**config.mk**
```make
export PLATFORM = sky130hd
export DESIGN_NAME = mu_broadcast_scheduler
export DESIGN_NICKNAME = d
export VERILOG_FILES = /design/src/rtl/mu_broadcast_scheduler_pkg.sv /design/src/rtl/mu_broadcast_scheduler_rr_arbiter.sv /design/src/rtl/mu_broadcast_scheduler.sv
export SDC_FILE = /design/constraint.sdc
export NUM_CORES = 1
export LEC_CHECK = 0
export CAP_MARGIN = 20
export CORE_AREA = 3 3 224 226
export CTS_CLUSTER_SIZE = 28
export DETAILED_ROUTE_END_ITERATION = 8
export DIE_AREA = 0 0 227 229
export GPL_TIMING_DRIVEN = 1
export SYNTH_ARGS = -nofsm -noshare
export SYNTH_HDL_FRONTEND = slang
export SYNTH_SLANG_ARGS = --single-unit
```
**constraint.sdc**
```tcl
create_clock -name clk -period 3.4 [get_ports clk]
set_clock_uncertainty 0.05 [all_clocks]
set_input_delay 0.34 -clock clk [delete_from_list [all_inputs] [get_ports clk]]
set_output_delay 0.34 -clock clk [all_outputs]
set_load 0.05 [all_outputs]
```
**src/rtl/mu_broadcast_scheduler_pkg.sv**
```systemverilog
// ---------------------------------------------------------------------------
// mu_broadcast_scheduler_pkg
// Types and constants shared by the motion-update broadcast scheduler, its
// round-robin arbiter and anything that builds broadcast destinations.
//   sched_state_t : pass sequencing states
//   POS_WIDTH     : default width of one position component
//   CELL_WIDTH    : default width of one cell coordinate
//   pack_cell()   : packs {x,y,z} cell coordinates, x in the MSBs
// ---------------------------------------------------------------------------
package mu_broadcast_scheduler_pkg;

    localparam int POS_WIDTH  = 32;
    localparam int CELL_WIDTH = 4;

    typedef enum logic [2:0] {
        ST_IDLE,
        ST_START,
        ST_BROADCAST,
        ST_DRAIN,
        ST_SETTLE,
        ST_DONE
    } sched_state_t;

    function automatic logic [3*CELL_WIDTH-1:0] pack_cell(
        input logic [CELL_WIDTH-1:0] x,
        input logic [CELL_WIDTH-1:0] y,
        input logic [CELL_WIDTH-1:0] z
    );
        return {x, y, z};
    endfunction

endpackage

```
**src/rtl/mu_broadcast_scheduler_rr_arbiter.sv**
```systemverilog
// ---------------------------------------------------------------------------
// rr_arbiter
// Round-robin arbiter. The search for a requester starts at the index after
// the last accepted grant; the pointer returns to 0 on reset.
//   clk, rst  : clock, synchronous active-high reset
//   req       : request vector
//   accept    : the current grant was taken this cycle (advances pointer)
//   grant     : one-hot grant, or zero when nothing requests
//   grant_idx : binary index of the granted requester (0 when no grant)
// ---------------------------------------------------------------------------
module rr_arbiter #(
    parameter int N = 4
) (
    input  logic                 clk,
    input  logic                 rst,
    input  logic [N-1:0]         req,
    input  logic                 accept,
    output logic [N-1:0]         grant,
    output logic [$clog2(N)-1:0] grant_idx
);

    localparam int PW = $clog2(N);

    logic [PW-1:0] ptr_reg;
    logic [PW-1:0] idx;
    logic          found;

    // Walk the requesters starting at the pointer; the first one wins.
    always_comb begin
        grant     = '0;
        grant_idx = '0;
        found     = 1'b0;
        idx       = '0;
        for (int k = 0; k < N; k++) begin
            idx = PW'((int'(ptr_reg) + k) % N);
            if (!found && req[idx]) begin
                found      = 1'b1;
                grant[idx] = 1'b1;
                grant_idx  = idx;
            end
        end
    end

    always_ff @(posedge clk) begin
        if (rst) begin
            ptr_reg <= '0;
        end else if (accept && found) begin
            ptr_reg <= (grant_idx == PW'(N - 1)) ? '0 : grant_idx + 1'b1;
        end
    end

endmodule

```
**src/rtl/mu_broadcast_scheduler.sv**
```systemverilog
// ---------------------------------------------------------------------------
// mu_broadcast_scheduler
// Sequences one motion-update pass: frames it with motion_update_enable,
// collects particles from NUM_SRC motion-update units round-robin onto the
// single broadcast bus, then holds enable low for SETTLE_CYCLES so the cell
// caches can write their counts and swap buffers before done pulses.
//
// Optional feature: define MU_SCHED_CELL_CHECK_EN to drop (accept but not
// broadcast) particles whose destination has a coordinate of 0 or above
// CELL_MAX, raising the sticky cell_error flag. Without it cell_error is 0.
//
// Ports:
//   clk, rst             : clock, synchronous active-high reset
//   start                : pass start pulse, honoured only when idle
//   src_valid/src_ready  : per-source handshake (src_ready combinational)
//   src_data             : per-source {posz,posy,posx}, source 0 in LSBs
//   src_dst_cell         : per-source {x,y,z} destination cell
//   src_done             : per-source "no more particles this pass"
//   motion_update_enable : broadcast frame to all caches
//   out_data/out_dst_cell/out_data_valid : registered broadcast beat
//   busy, done           : pass in progress / one-cycle end-of-pass pulse
//   broadcast_count      : saturating count of particles broadcast
//   cell_error           : sticky illegal-destination flag
// ---------------------------------------------------------------------------
module mu_broadcast_scheduler
    import mu_broadcast_scheduler_pkg::*;
#(
    parameter int DATA_WIDTH    = POS_WIDTH,
    parameter int CELL_ID_WIDTH = CELL_WIDTH,
    parameter int NUM_SRC       = 4,
    parameter int CELL_MAX      = 4,
    parameter int SETTLE_CYCLES = 4,
    parameter int CNT_WIDTH     = 16
) (
    input  logic                               clk,
    input  logic                               rst,
    input  logic                               start,
    input  logic [NUM_SRC-1:0]                 src_valid,
    output logic [NUM_SRC-1:0]                 src_ready,
    input  logic [NUM_SRC*3*DATA_WIDTH-1:0]    src_data,
    input  logic [NUM_SRC*3*CELL_ID_WIDTH-1:0] src_dst_cell,
    input  logic [NUM_SRC-1:0]                 src_done,
    output logic                               motion_update_enable,
    output logic [3*DATA_WIDTH-1:0]            out_data,
    output logic [3*CELL_ID_WIDTH-1:0]         out_dst_cell,
    output logic                               out_data_valid,
    output logic                               busy,
    output logic                               done,
    output logic [CNT_WIDTH-1:0]               broadcast_count,
    output logic                               cell_error
);

    localparam int PW = $clog2(NUM_SRC);
    localparam int PD = 3 * DATA_WIDTH;
    localparam int PC = 3 * CELL_ID_WIDTH;
    localparam int SW = $clog2(SETTLE_CYCLES + 1);

`ifdef MU_SCHED_CELL_CHECK_EN
    localparam bit CHECK_EN = 1'b1;
`else
    localparam bit CHECK_EN = 1'b0;
`endif

    sched_state_t          state_reg;
    logic [SW-1:0]         settle_cnt_reg;
    logic                  enable_reg;
    logic [PD-1:0]         out_data_reg;
    logic [PC-1:0]         out_dst_reg;
    logic                  out_valid_reg;
    logic                  busy_reg;
    logic                  done_reg;
    logic [CNT_WIDTH-1:0]  count_reg;
    logic                  cell_error_reg;

    // Unpack the flat source buses into per-source lanes.
    logic [PD-1:0] data_arr [NUM_SRC];
    logic [PC-1:0] dst_arr  [NUM_SRC];

    generate
        for (genvar gi = 0; gi < NUM_SRC; gi++) begin : g_lane
            assign data_arr[gi] = src_data[gi*PD +: PD];
            assign dst_arr[gi]  = src_dst_cell[gi*PC +: PC];
        end
    endgenerate

    logic                     all_done;
    logic [NUM_SRC-1:0]       req;
    logic [NUM_SRC-1:0]       grant;
    logic [PW-1:0]            grant_idx;
    logic                     handshake;
    logic [PD-1:0]            sel_data;
    logic [PC-1:0]            sel_dst;
    logic [CELL_ID_WIDTH-1:0] cx, cy, cz;
    logic                     coord_ok;
    logic                     dst_ok;

    assign all_done = &src_done;

    // Requests are only offered while broadcasting and some source is still
    // live; a source that has declared done is never granted.
    assign req = (state_reg == ST_BROADCAST && !all_done) ? (src_valid & ~src_done) : '0;

    rr_arbiter #(
        .N(NUM_SRC)
    ) u_arb (
        .clk       (clk),
        .rst       (rst),
        .req       (req),
        .accept    (handshake),
        .grant     (grant),
        .grant_idx (grant_idx)
    );

    assign handshake = |grant;
    assign src_ready = grant;
    assign sel_data  = data_arr[grant_idx];
    assign sel_dst   = dst_arr[grant_idx];

    assign cx = sel_dst[3*CELL_ID_WIDTH-1 -: CELL_ID_WIDTH];
    assign cy = sel_dst[2*CELL_ID_WIDTH-1 -: CELL_ID_WIDTH];
    assign cz = sel_dst[CELL_ID_WIDTH-1:0];

    // Coordinates are 1-based; 0 and anything past CELL_MAX name no cell.
    assign coord_ok = (cx != '0) && (cx <= CELL_ID_WIDTH'(CELL_MAX)) &&
                      (cy != '0) && (cy <= CELL_ID_WIDTH'(CELL_MAX)) &&
                      (cz != '0) && (cz <= CELL_ID_WIDTH'(CELL_MAX));
    assign dst_ok   = !CHECK_EN || coord_ok;

    always_ff @(posedge clk) begin
        if (rst) begin
            state_reg      <= ST_IDLE;
            settle_cnt_reg <= '0;
            enable_reg     <= 1'b0;
            out_data_reg   <= '0;
            out_dst_reg    <= '0;
            out_valid_reg  <= 1'b0;
            busy_reg       <= 1'b0;
            done_reg       <= 1'b0;
            count_reg      <= '0;
            cell_error_reg <= 1'b0;
        end else begin
            // The broadcast beat only lives for the cycle after a handshake.
            out_valid_reg <= 1'b0;
            out_data_reg  <= '0;
            out_dst_reg   <= '0;
            done_reg      <= 1'b0;

            case (state_reg)
                ST_IDLE: begin
                    if (start) begin
                        state_reg      <= ST_START;
                        enable_reg     <= 1'b1;
                        busy_reg       <= 1'b1;
                        count_reg      <= '0;
                        cell_error_reg <= 1'b0;
                    end
                end

                ST_START: begin
                    // With every source already finished there is nothing to
                    // arbitrate, so the frame closes after just two cycles.
                    state_reg <= all_done ? ST_DRAIN : ST_BROADCAST;
                end

                ST_BROADCAST: begin
                    if (all_done) begin
                        state_reg <= ST_DRAIN;
                    end else if (handshake) begin
                        if (dst_ok) begin
                            out_valid_reg <= 1'b1;
                            out_data_reg  <= sel_data;
                            out_dst_reg   <= sel_dst;
                            if (count_reg != {CNT_WIDTH{1'b1}}) begin
                                count_reg <= count_reg + 1'b1;
                            end
                        end else begin
                            cell_error_reg <= 1'b1;
                        end
                    end
                end

                ST_DRAIN: begin
                    state_reg      <= ST_SETTLE;
                    enable_reg     <= 1'b0;
                    settle_cnt_reg <= SW'(SETTLE_CYCLES - 1);
                end

                ST_SETTLE: begin
                    if (settle_cnt_reg == '0) begin
                        state_reg <= ST_DONE;
                        done_reg  <= 1'b1;
                    end else begin
                        settle_cnt_reg <= settle_cnt_reg - 1'b1;
                    end
                end

                ST_DONE: begin
                    state_reg <= ST_IDLE;
                    busy_reg  <= 1'b0;
                end

                default: begin
                    state_reg  <= ST_IDLE;
                    enable_reg <= 1'b0;
                    busy_reg   <= 1'b0;
                end
            endcase
        end
    end

    assign motion_update_enable = enable_reg;
    assign out_data             = out_data_reg;
    assign out_dst_cell         = out_dst_reg;
    assign out_data_valid       = out_valid_reg;
    assign busy                 = busy_reg;
    assign done                 = done_reg;
    assign broadcast_count      = count_reg;
    assign cell_error           = CHECK_EN & cell_error_reg;

endmodule

```
The metal 1 layer:
Cells faint in the background.
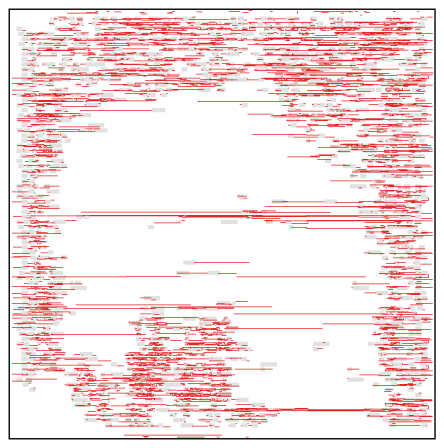
nets with wire on the layer: 1,670
wire length on this layer: 15,700 µm
longest straight run: 93.8 µm

Signal wires on met2:
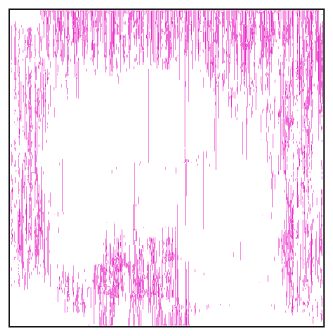
share of all routed wire: 49%
wire length on this layer: 18,800 µm
nets with wire on the layer: 1,613
longest straight run: 83.6 µm
main direction: vertical

Metal 3:
Cells faint in the background.
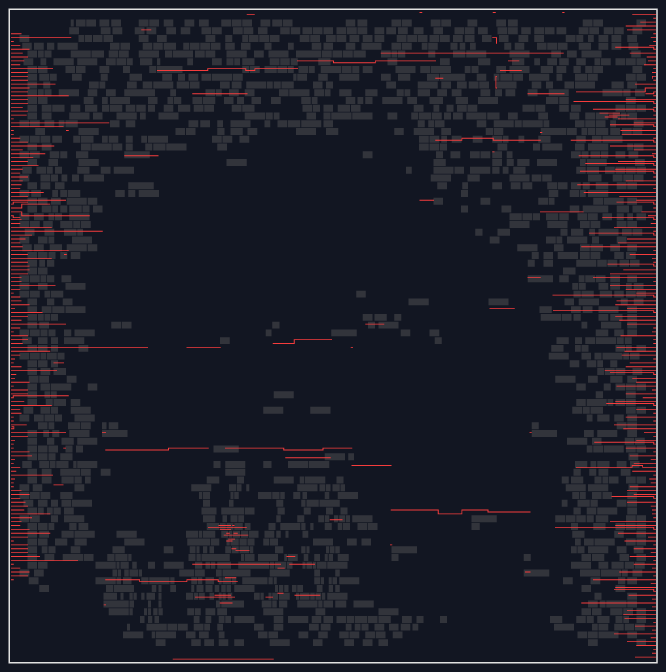
main direction: horizontal
wire length on this layer: 3,320 µm
share of all routed wire: 8.6%

Metal 4:
Bar = 50 µm. Cells faint in the background.
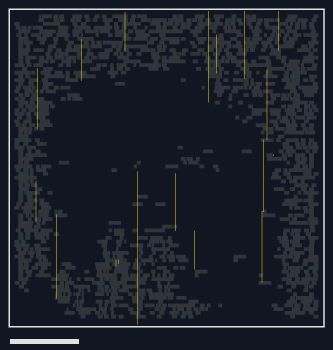
nets with wire on the layer: 11
wire length on this layer: 707 µm
main direction: vertical
longest straight run: 111 µm

Track usage over the die:
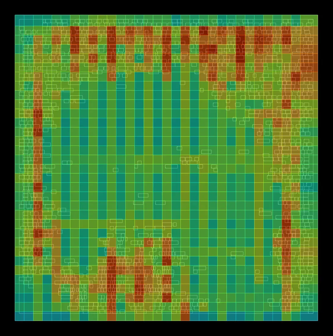
global routing met2 resource utilization: 0.2480
global routing usage on met3: 0.04576
GRT Util Overall: 0.1421

==> out/notes.md <==
TritonCTS built the clock tree. Share of layout cells above drive strength 1: 0.1433. Height of the chip: 229 µm.

The overall power came out at 6565 µW. The most used flip-flop cell after synthesis is dfxtp_1. In the final routed layout, each cell accounts on average for 18.69 µm. Yosys printed 0 warnings.

The tool flagged a number of max-cap violations equal to 0. The registers of the reported paths see a clock transition of 0.06 ns. STA puts the critical path data required time at 3.01 ns. The count of flip-flops with a built-in enable after synthesis was 0. Ranked by total cell area, the synthesized netlist is headed by dfxtp_1 (32%), a211oi_2 (15%), mux2i_1 (13%), a211oi_1 (10%), nor2b_1 (8.1%). The worst-margin pin slew came out at 1.097 ns. Recorded from the global router log, the overflow total was 0. The run gives 0 for the async set or reset register ratio after synthesis. The number of synthesized register bits is 136. After floorplanning, the core was sized to cover 48,550 µm². For the final count of negative-setup-slack endpoints, the log shows 0.

With the number of pins with negative max-slew slack in the final report at 0, the number of vias after detailed routing is 9,074. Power spread over the standard cell area amounts to 415.4 nW/µm². The tools report the number of nets at floorplan as 1,315. The area recorded from the Yosys report for this design is 8612 µm². The die area was 51,980 µm²; the number of violations reported at the end of detailed-routing iteration 0 was 416. The worst hold slack after final layout is 0.3968 ns, and the slack of the critical path is 0.2166 ns. The final report gives the standard cell area, fillers excluded, as 15,800 µm². The critical path capture point type was a primary output.

According to the floorplan log, the row count is 81. The synthesized netlist handed to floorplanning was reported with a cell count of 864. Per the CTS log, the root buffer master is clkbuf_16. The cell sequence reported for the critical path is inv_2 -> ha_2 -> mux4_2 -> a2111oi_4 -> buf_4 -> a22o_1 -> a21o_1 -> a21o_1 -> buf_12. Worst setup slack after placement: -0.05135 ns. The run gives 10 for the biggest fanout along the worst timing path. Across the VDD grid, the largest voltage drop is 0.3164 mV. Leaving out filler cells and counting taps, the final layout contains 2,061. The arrival time of data at the critical path endpoint was 2.79 ns; the yosys cell count was 864. The largest individual stage delay along the critical path comes from the cell ha_2. The run gives 31 for the warning total across the stage logs.

Per the TritonCTS log, the buffer count is 17. Counting the fill cells in the layout gives 5,020. The run gives 136 as the clock net sink count. The cell type contributing the most total cell area after synthesis is dfxtp_1. The first global-routing pass estimated 55.12 mm of wire. After detailed routing, the number of remaining DRC violations is 0. The run finished with clean final reports. In this run the cell area of the synthesized design comes to 8612 µm².

The report puts the hold buffer count at CTS at 0. Synthesis instantiated 58 different standard cells from the library. The sequential area share after synthesis is 0.3161. According to the hold report, the worst path is of the register to register type.

Worst relative slew slack: 0.2688. The number of vias per cell works out to 4.403. The register with the most flip-flops in the layout has 96 of them.

In this run, placement finished with an instance count of 2,028. The area growth from synthesis to layout is 83.51%. The clock H-tree reported by CTS has 4 levels. In this design, the critical path's most frequently occurring cell is a21o_1.

The routed design has 38.51 mm of wire. The largest net degree at the start of global routing was 55. Type of the worst setup path: register to primary output.

The tools report the highest achievable clock rate as 314.1 MHz. The tools report the detailed placement HPWL as 31.05 mm.
## critical path: cells and delay by family (launching register included)
| kind | cells | cell delay (ns) |
|---|---|---|
| compound gates | 4 | 0.74 |
| fa+ha+maj | 1 | 0.44 |
| buf+inv | 3 | 0.44 |
| flops | 1 | 0.35 |
| mux | 1 | 0.37 |
## Yosys cell counts, drive strengths merged, types with 2 or more instances
master,n
o31ai,5
nor2,13
ha,8
clkbuf,38
inv,9
nor2b,111
a22o,2
xnor2,2
nand2,25
nor3,18
o21ai,10
mux2i,116
a211oi,220
or3,10
a2111o,4
nand3,8
a221o,3
or4,5
nand4,4
nand2b,6
a2111oi,3
a21o,2
or2,3
buf,48
and3,5
a22oi,4
dfxtp,136
a21oi,27
mux4,2
## layout by cell type, fill, tap and decap left out, types with 3 or more instances in the layout
cell             synthesis  routed
nand3_1                  8       8
clkbuf_8                 0       3
clkinvlp_4               0       6
or3_1                   10      10
nor2b_1                111     111
inv_1                    7       7
a211oi_1               118     118
nand2b_1                 6       5
or4_1                    5       5
a211oi_2               102     102
o21ai_0                  9       9
a22oi_1                  4       4
clkbuf_16                0      17
a221o_1                  3       3
nand2_1                 25      25
a21oi_1                 27      27
clkdlybuf4s50_1          0     570
o31ai_1                  5       5
mux2i_1                115     115
a2111o_1                 4       4
and3_1                   5       5
nor2_1                  13      13
nand4_1                  4       4
buf_4                   11      37
nor3_1                  17      17
buf_12                   8      21
ha_1                     8       7
dfxtp_1                136     136
## logic make-up (layout without fill, tap and decap cells)
family / after synthesis / in the layout / share of synthesized area
other cells: 1 / 2 / 0.0004354
compound gates: 290 / 290 / 0.3106
flops: 136 / 136 / 0.3161
xor+xnor: 3 / 3 / 0.003052
mux: 118 / 118 / 0.1405
fa+ha+maj: 8 / 8 / 0.01162
buf+inv: 95 / 669 / 0.07555
simple gates: 213 / 213 / 0.1421
## worst paths after layout
path                           from                  to  slack (ns)  depth (start not counted)
hold reg to reg   settle_cnt_reg[2]                done        0.40                          1
hold / removal    settle_cnt_reg[2]                done        0.40                          1
setup / recovery           register        src_ready[2]        0.22                          9
setup reg to reg           register  broadcast_count[8]        0.28                          9
## report_power, final
part           internal [µW]  total [µW]  switching (µW)  leakage, µW
sequential              1690        1720            36.0      0.00110
clock                   1140        1960             823     0.000271
combinational           1380        2880            1510      0.00381
total                   4200        6560            2360      0.00518
## final cells by class
| type | instances | area [µm²] | area share |
|---|---|---|---|
| Timing Repair Buffer | 628 | 6404 | 0.4052 |
| Clock inverter | 10 | 118.9 | 0.007521 |
| Tap cell | 622 | 778.2 | 0.04924 |
| Inverter | 9 | 33.78 | 0.002138 |
| Multi-Input combinational cell | 633 | 5270 | 0.3335 |
| Sequential cell | 136 | 2723 | 0.1723 |
| Antenna cell | 1 | 2.502 | 0.0001583 |
| Clock buffer | 22 | 474.2 | 0.03001 |
## metal layers
| metal | vias to the layer above | share of wire | GRT usage |
|---|---|---|---|
| met1 | 4219 | 0.41 | 0.1633 |
| met5 | - | 0.00070 | 0 |
| li1 | 4392 | - | - |
| met4 | 4 | 0.018 | 0.04707 |
| met3 | 45 | 0.086 | 0.04576 |
| met2 | 414 | 0.49 | 0.2480 |
Power and IR drop assume default switching activity.
